--- src/rtl/bpf_pipeline_sequencer_if.sv ---
// Handshake bundle between the BPF pipeline sequencer and the stage0/stage1 datapath.
// The master side is the fetch/decode datapath; the slave side is the sequencer.
interface bpf_pipeline_sequencer_if;
  logic start;
  logic stage1_stalled;
  logic A_en_decoded;
  logic X_en_decoded;
  logic PC_en_decoded;
  logic ret_decoded;
  logic branch_taken;
  logic fetch_en;
  logic pc_rst;
  logic stage1_valid;
  logic stage2_valid;
  logic stage3_valid;
  logic stage2_A_en;
  logic stage2_X_en;
  logic stage3_A_en;
  logic stage3_X_en;
  logic done;
  logic timeout;

  modport master (
    output start, stage1_stalled, A_en_decoded, X_en_decoded, PC_en_decoded,
           ret_decoded, branch_taken,
    input  fetch_en, pc_rst, stage1_valid, stage2_valid, stage3_valid,
           stage2_A_en, stage2_X_en, stage3_A_en, stage3_X_en, done, timeout
  );

  modport slave (
    input  start, stage1_stalled, A_en_decoded, X_en_decoded, PC_en_decoded,
           ret_decoded, branch_taken,
    output fetch_en, pc_rst, stage1_valid, stage2_valid, stage3_valid,
           stage2_A_en, stage2_X_en, stage3_A_en, stage3_X_en, done, timeout
  );
endinterface

--- src/rtl/bpf_pipeline_sequencer.sv ---
// Run-state FSM and per-stage valid/enable bookkeeping for the four-stage BPF pipeline:
// start, fetch gating, stall bubbles, jump squash, RET drain and cycle-limit abort.
module bpf_pipeline_sequencer #(
  parameter int CYCLE_LIMIT = 1024,
  parameter int CNT_W       = 11
) (
  input logic                    clk,
  input logic                    rst,
  bpf_pipeline_sequencer_if.slave bus
);

  typedef enum logic [1:0] {IDLE, RUN, DRAIN, DONE} state_t;

  typedef struct packed {
    logic a_en;
    logic x_en;
    logic pc_en;
    logic ret;
  } s2_fields_t;

  typedef struct packed {
    logic a_en;
    logic x_en;
    logic ret;
  } s3_fields_t;

  state_t           state;
  logic [3:1]       vld_pipe;
  s2_fields_t       s2;
  s3_fields_t       s3;
  logic [CNT_W-1:0] cnt;
  logic             done_q;
  logic             timeout_q;

  logic active, accept, hold, squash, ret_accept, limit_hit, fetch, s3_ret;

  assign active     = (state == RUN) || (state == DRAIN);
  assign accept     = vld_pipe[1] && !bus.stage1_stalled;
  assign hold       = vld_pipe[1] &&  bus.stage1_stalled;
  assign squash     = vld_pipe[2] && s2.pc_en && bus.branch_taken;
  assign ret_accept = accept && bus.ret_decoded;
  assign limit_hit  = active && (cnt == CNT_W'(CYCLE_LIMIT - 1));
  assign fetch      = (state == RUN) && !hold && !ret_accept;
  assign s3_ret     = vld_pipe[3] && s3.ret;

  // Valid bits and captured enables; timeout beats squash beats hold.
  always_ff @(posedge clk or posedge rst) begin
    if (rst) begin
      vld_pipe <= '0;
      s2       <= '0;
      s3       <= '0;
    end else begin
      if (limit_hit || squash) vld_pipe[1] <= 1'b0;
      else if (!hold)          vld_pipe[1] <= fetch;
      vld_pipe[2] <= accept && !squash && !limit_hit;
      vld_pipe[3] <= vld_pipe[2] && !limit_hit;
      if (accept && !squash && !limit_hit)
        s2 <= '{a_en: bus.A_en_decoded, x_en: bus.X_en_decoded,
                pc_en: bus.PC_en_decoded, ret: bus.ret_decoded};
      s3 <= '{a_en: s2.a_en, x_en: s2.x_en, ret: s2.ret};
    end
  end

  always_ff @(posedge clk or posedge rst) begin
    if (rst) begin
      state     <= IDLE;
      cnt       <= '0;
      done_q    <= 1'b0;
      timeout_q <= 1'b0;
    end else begin
      done_q    <= 1'b0;
      timeout_q <= 1'b0;
      if (active) cnt <= cnt + 1'b1;
      unique case (state)
        IDLE: if (bus.start) begin
          state <= RUN;
          cnt   <= '0;
        end
        RUN, DRAIN: begin
          if (limit_hit) begin
            state     <= DONE;
            done_q    <= 1'b1;
            timeout_q <= 1'b1;
          end else if (s3_ret) begin
            state  <= DONE;
            done_q <= 1'b1;
          // A squashed RET never reaches stage2, so it must not start the drain.
          end else if (state == RUN && ret_accept && !squash) begin
            state <= DRAIN;
          end
        end
        DONE:    state <= IDLE;
        default: state <= IDLE;
      endcase
    end
  end

  assign bus.fetch_en     = fetch;
  assign bus.pc_rst       = (state == IDLE) && bus.start && !rst;
  assign bus.stage1_valid = vld_pipe[1];
  assign bus.stage2_valid = vld_pipe[2];
  assign bus.stage3_valid = vld_pipe[3];
  assign bus.stage2_A_en  = vld_pipe[2] && s2.a_en;
  assign bus.stage2_X_en  = vld_pipe[2] && s2.x_en;
  assign bus.stage3_A_en  = vld_pipe[3] && s3.a_en;
  assign bus.stage3_X_en  = vld_pipe[3] && s3.x_en;
  assign bus.done         = done_q;
  assign bus.timeout      = timeout_q;

endmodule

--- src/flat_wrapper.sv ---
// flat-port wrapper written by rule: the top's interface ports become plain ports
module bpf_pipeline_sequencer_flat 
#(
  parameter int CYCLE_LIMIT = 1024,
  parameter int CNT_W       = 11
)
  (clk, rst, bus_start, bus_stage1_stalled, bus_A_en_decoded, bus_X_en_decoded, bus_PC_en_decoded, bus_ret_decoded, bus_branch_taken, bus_fetch_en, bus_pc_rst, bus_stage1_valid, bus_stage2_valid, bus_stage3_valid, bus_stage2_A_en, bus_stage2_X_en, bus_stage3_A_en, bus_stage3_X_en, bus_done, bus_timeout);
  bpf_pipeline_sequencer_if bus_i ();
  input logic clk;
  input logic rst;
  input wire logic [$bits(bus_i.start)-1:0] bus_start;
  input wire logic [$bits(bus_i.stage1_stalled)-1:0] bus_stage1_stalled;
  input wire logic [$bits(bus_i.A_en_decoded)-1:0] bus_A_en_decoded;
  input wire logic [$bits(bus_i.X_en_decoded)-1:0] bus_X_en_decoded;
  input wire logic [$bits(bus_i.PC_en_decoded)-1:0] bus_PC_en_decoded;
  input wire logic [$bits(bus_i.ret_decoded)-1:0] bus_ret_decoded;
  input wire logic [$bits(bus_i.branch_taken)-1:0] bus_branch_taken;
  output wire logic [$bits(bus_i.fetch_en)-1:0] bus_fetch_en;
  output wire logic [$bits(bus_i.pc_rst)-1:0] bus_pc_rst;
  output wire logic [$bits(bus_i.stage1_valid)-1:0] bus_stage1_valid;
  output wire logic [$bits(bus_i.stage2_valid)-1:0] bus_stage2_valid;
  output wire logic [$bits(bus_i.stage3_valid)-1:0] bus_stage3_valid;
  output wire logic [$bits(bus_i.stage2_A_en)-1:0] bus_stage2_A_en;
  output wire logic [$bits(bus_i.stage2_X_en)-1:0] bus_stage2_X_en;
  output wire logic [$bits(bus_i.stage3_A_en)-1:0] bus_stage3_A_en;
  output wire logic [$bits(bus_i.stage3_X_en)-1:0] bus_stage3_X_en;
  output wire logic [$bits(bus_i.done)-1:0] bus_done;
  output wire logic [$bits(bus_i.timeout)-1:0] bus_timeout;
  assign bus_i.start = bus_start;
  assign bus_i.stage1_stalled = bus_stage1_stalled;
  assign bus_i.A_en_decoded = bus_A_en_decoded;
  assign bus_i.X_en_decoded = bus_X_en_decoded;
  assign bus_i.PC_en_decoded = bus_PC_en_decoded;
  assign bus_i.ret_decoded = bus_ret_decoded;
  assign bus_i.branch_taken = bus_branch_taken;
  assign bus_fetch_en = bus_i.fetch_en;
  assign bus_pc_rst = bus_i.pc_rst;
  assign bus_stage1_valid = bus_i.stage1_valid;
  assign bus_stage2_valid = bus_i.stage2_valid;
  assign bus_stage3_valid = bus_i.stage3_valid;
  assign bus_stage2_A_en = bus_i.stage2_A_en;
  assign bus_stage2_X_en = bus_i.stage2_X_en;
  assign bus_stage3_A_en = bus_i.stage3_A_en;
  assign bus_stage3_X_en = bus_i.stage3_X_en;
  assign bus_done = bus_i.done;
  assign bus_timeout = bus_i.timeout;
  bpf_pipeline_sequencer #(.CYCLE_LIMIT(CYCLE_LIMIT), .CNT_W(CNT_W)) u_core (.clk(clk), .rst(rst), .bus(bus_i));
endmodule
--- config.mk ---
export PLATFORM = sky130hd
export DESIGN_NAME = bpf_pipeline_sequencer_flat
export DESIGN_NICKNAME = d
export VERILOG_FILES = /design/src/rtl/bpf_pipeline_sequencer_if.sv /design/src/rtl/bpf_pipeline_sequencer.sv /design/src/flat_wrapper.sv
export SDC_FILE = /design/constraint.sdc
export NUM_CORES = 1
export LEC_CHECK = 0
export CAP_MARGIN = 20
export CORE_MARGIN = 1.5
export CORE_UTILIZATION = 30
export DETAILED_ROUTE_END_ITERATION = 16
export PLACE_DENSITY = 0.52
export SKIP_LAST_GASP = 1
export SYNTH_ARGS = -nofsm -noshare
export SYNTH_HDL_FRONTEND = slang
export SYNTH_SLANG_ARGS = --single-unit
--- constraint.sdc ---
create_clock -name clk -period 1.8 [get_ports clk]
set_input_delay 0.54 -clock clk [delete_from_list [all_inputs] [get_ports clk]]
set_output_delay 0.54 -clock clk [all_outputs]
set_load 0.02 [all_outputs]
**Supply network**

Bar = 20 um. Pins as bars on the die edge. Tap cells in grey.
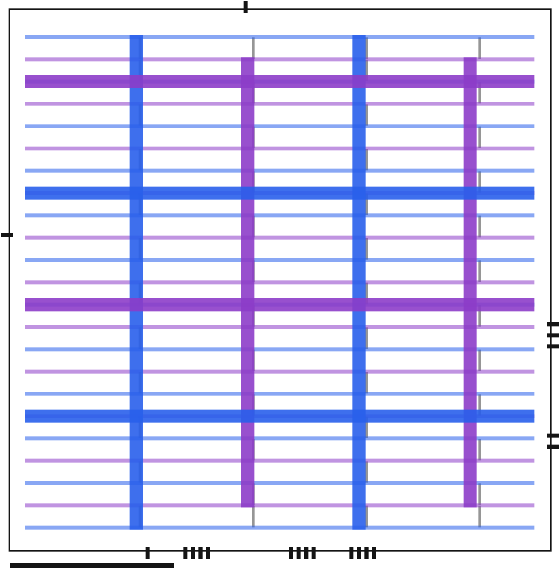
| net | colour |
|---|---|
| VDD | purple |
| VSS | blue |
met5 straps: 4
met4 straps: 4
met1 rails: 23
rows: 22
tap cells: 48

**Cells coloured by class**

Bar = 20 um.
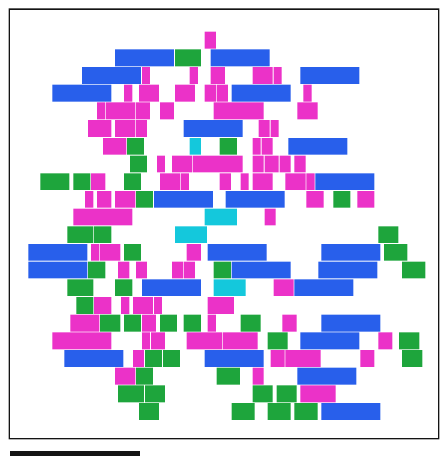
| class | colour | cells | share of their area |
|---|---|---|---|
| clock drivers and dummy loads | cyan | 4 | 2.9% |
| sequential cells | blue | 25 | 39% |
| combinational and other logic | magenta | 78 | 37% |
| remaining buffers and delay cells | green | 40 | 22% |
fin area: 1668 um^2
fraction of the core area covered by cells at the end of the flow: 44.88%
CORE AREA: 3716 um^2
placement row count: 22

**Clock wires, drivers and flops**

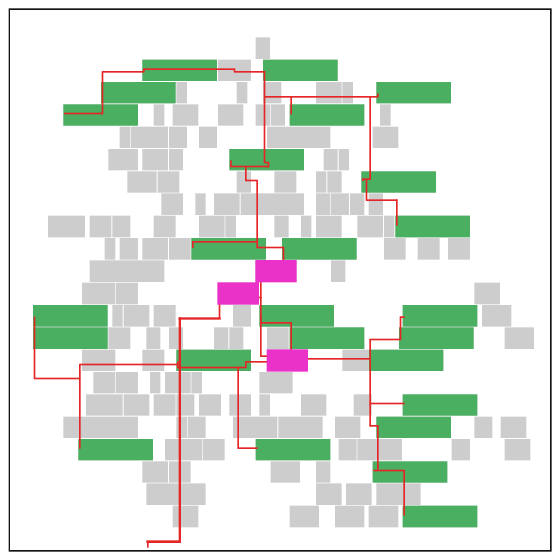
[clock wires] red | length: 280 um
[flip-flops] green | count: 25
[clock drivers] magenta | count: 3
routed clock nets: 4
flops lie: spread over the die
portion of total power attributed to the clock network: 14.1%
final worst clock skew: 3.150 ps
P_clk: 0.000324 W
Latency at later pin: 260 ps

**Signal wires by layer**

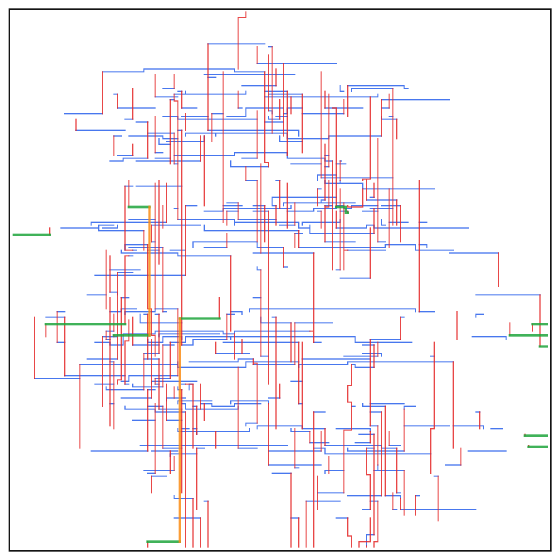
| layer | colour | wire length |
|---|---|---|
| metal 4 | orange | 42.8 um |
| metal 2 | red | 1160 um |
| metal 3 | green | 43.6 um |
| metal 1 | blue | 1180 um |
number of vias in the routed layout: 907
final wirelength: 2423 um

**Routing congestion map**

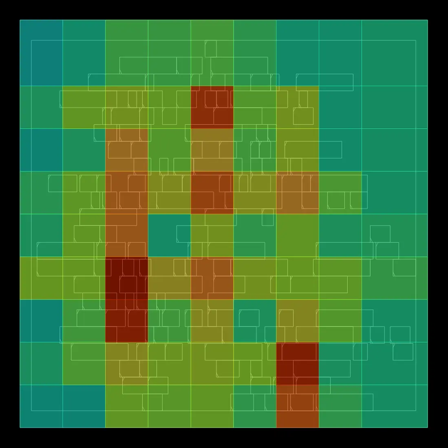
global routing usage on met3: 1.193%
wire length per cell: 12.43 um
M2 GR Usage: 20.20%

==> git commit body <==
Refresh implementation metrics

* Switching power share of the total: 35.38%
- Top cell category: flip-flops and latches
- Comb/total area: 34.13%
- Entering global routing, the biggest net connects 26 pins.
* Max VDD drop: 564.9 uV
- Clock period minus worst slack: 1798 ps
- OpenSTA, run right after detailed placement, puts the worst setup slack at -624.3 ps.
* Die width: 65.85 um
- The layout has 370 filler cells.
- Number of flip-flops under the largest register name: 11
- Summing internal, switching and leakage power gives 0.002292 W.
* Most common logic cell in the routed design: sky130_fd_sc_hd__dfrtp_1
- Clock slew seen by the registers of the worst setup and hold paths: 90 ps
- Total length of routed met2 wires: 1161 um
* Antenna-violating nets left: 0
* Chip area from the yosys synthesis statistics: 1185 um^2
- The flow ran to the end, and the final reports show no timing, DRC or antenna violations.
- GR peak layer: met2
- The slowest stage of the critical path belongs to the cell sky130_fd_sc_hd__dfrtp_1.
- Avg Inst Size Synth: 11.28 um^2
* Met1 WL: 1174 um
- In the power breakdown, the internal column shows 0.001481 W.
- In this design, the largest share of critical-path delay is due to flip-flops.
- OpenROAD reports that the post-layout worst path occupies 99.87% of the period.
* Footprint of the flip-flops and latches: 625.6 um^2
* Number of resized instances in the post-cts repair step: 24
- The data required time reported for the critical path is 1260 ps.
- Detailed placement HPWL: 1807 um
* Non-clock buffer contribution to total cell area: 20.86%
- Count of non-CTS buffers in the layout: 40
- Detailed Routing Iterations Pass 1: 4
* Worst path most repeated cell: sky130_fd_sc_hd__and2_4
- Per the CTS log, the maximum H-tree level is 1.
- The final layout contains 161 nets.
- Combinational power for this build is 0.00110 W.
* Buffers added on ports: 19
- Per the run report, area growth between synthesis and finish was 40.76%.
* Remaining global-route overflow: 0
* Layout cell share with drive strength beyond 1: 29.93%
- Unrepaired setup endpoints after global routing: true
- Vias per cell: 4.651
- In the final layout, flip-flops and latches take up 37.51% of the cell area.
- The leakage component of the power was reported as 0.7749 nW.
* Number of antenna violations at the first check in global routing: 0
* Antenna cells: 0
- TritonCTS built the clock tree.
- Worst Slack Setup Final: 2.341 ps
- Looking at the gate-level netlist, the highest instance count belongs to sky130_fd_sc_hd__dfrtp_1.
- By area the synthesized netlist is led by sky130_fd_sc_hd__dfrtp_1 53%, sky130_fd_sc_hd__mux2_4 5.1%, sky130_fd_sc_hd__ha_1 4.2%.
- RR Startpoint: u_core.state[0]$_DFFE_PP0P_
- Slew margin rel.: 78.10%
- The worst setup path is of the flip-flop to output pin kind.
- Number of max-slew violations in the final report: 0
- The gate-level netlist out of Yosys references 28 unique cell types.
- In the layout the tool counted multi-input logic cells amounting to 74.
* Final Hold Vio Count: 0
- The number of cells on the worst reg-to-reg path is 6.
* Count of flip-flops with a built-in enable after synthesis: 0
- Count of sequential standard cells: 25
- The critical path maximum fanout is 2.
* Cells in synth_stat.txt: 105
- Buffer type at the clock tree root: sky130_fd_sc_hd__clkbuf_8
- Portion of the post-synthesis area used by sequential elements: 52.80%
- Per STA, the highest per-stage delay on the worst path measures 380 ps.
- Post-synth the commonest register cell is sky130_fd_sc_hd__dfrtp_1.
- Number of stages on the worst setup path: 5
- By area, the combinational part of the netlist is dominated by simple AND/OR/NAND/NOR gates.
* Top cells by instance count after synthesis: 25 x sky130_fd_sc_hd__dfrtp_1, 10 x sky130_fd_sc_hd__nor2_1, 7 x sky130_fd_sc_hd__and2_1, 6 x sky130_fd_sc_hd__nand3_1
- In this run, CTS created clock tree buffers numbering 3.
Power and IR drop assume default switching activity.
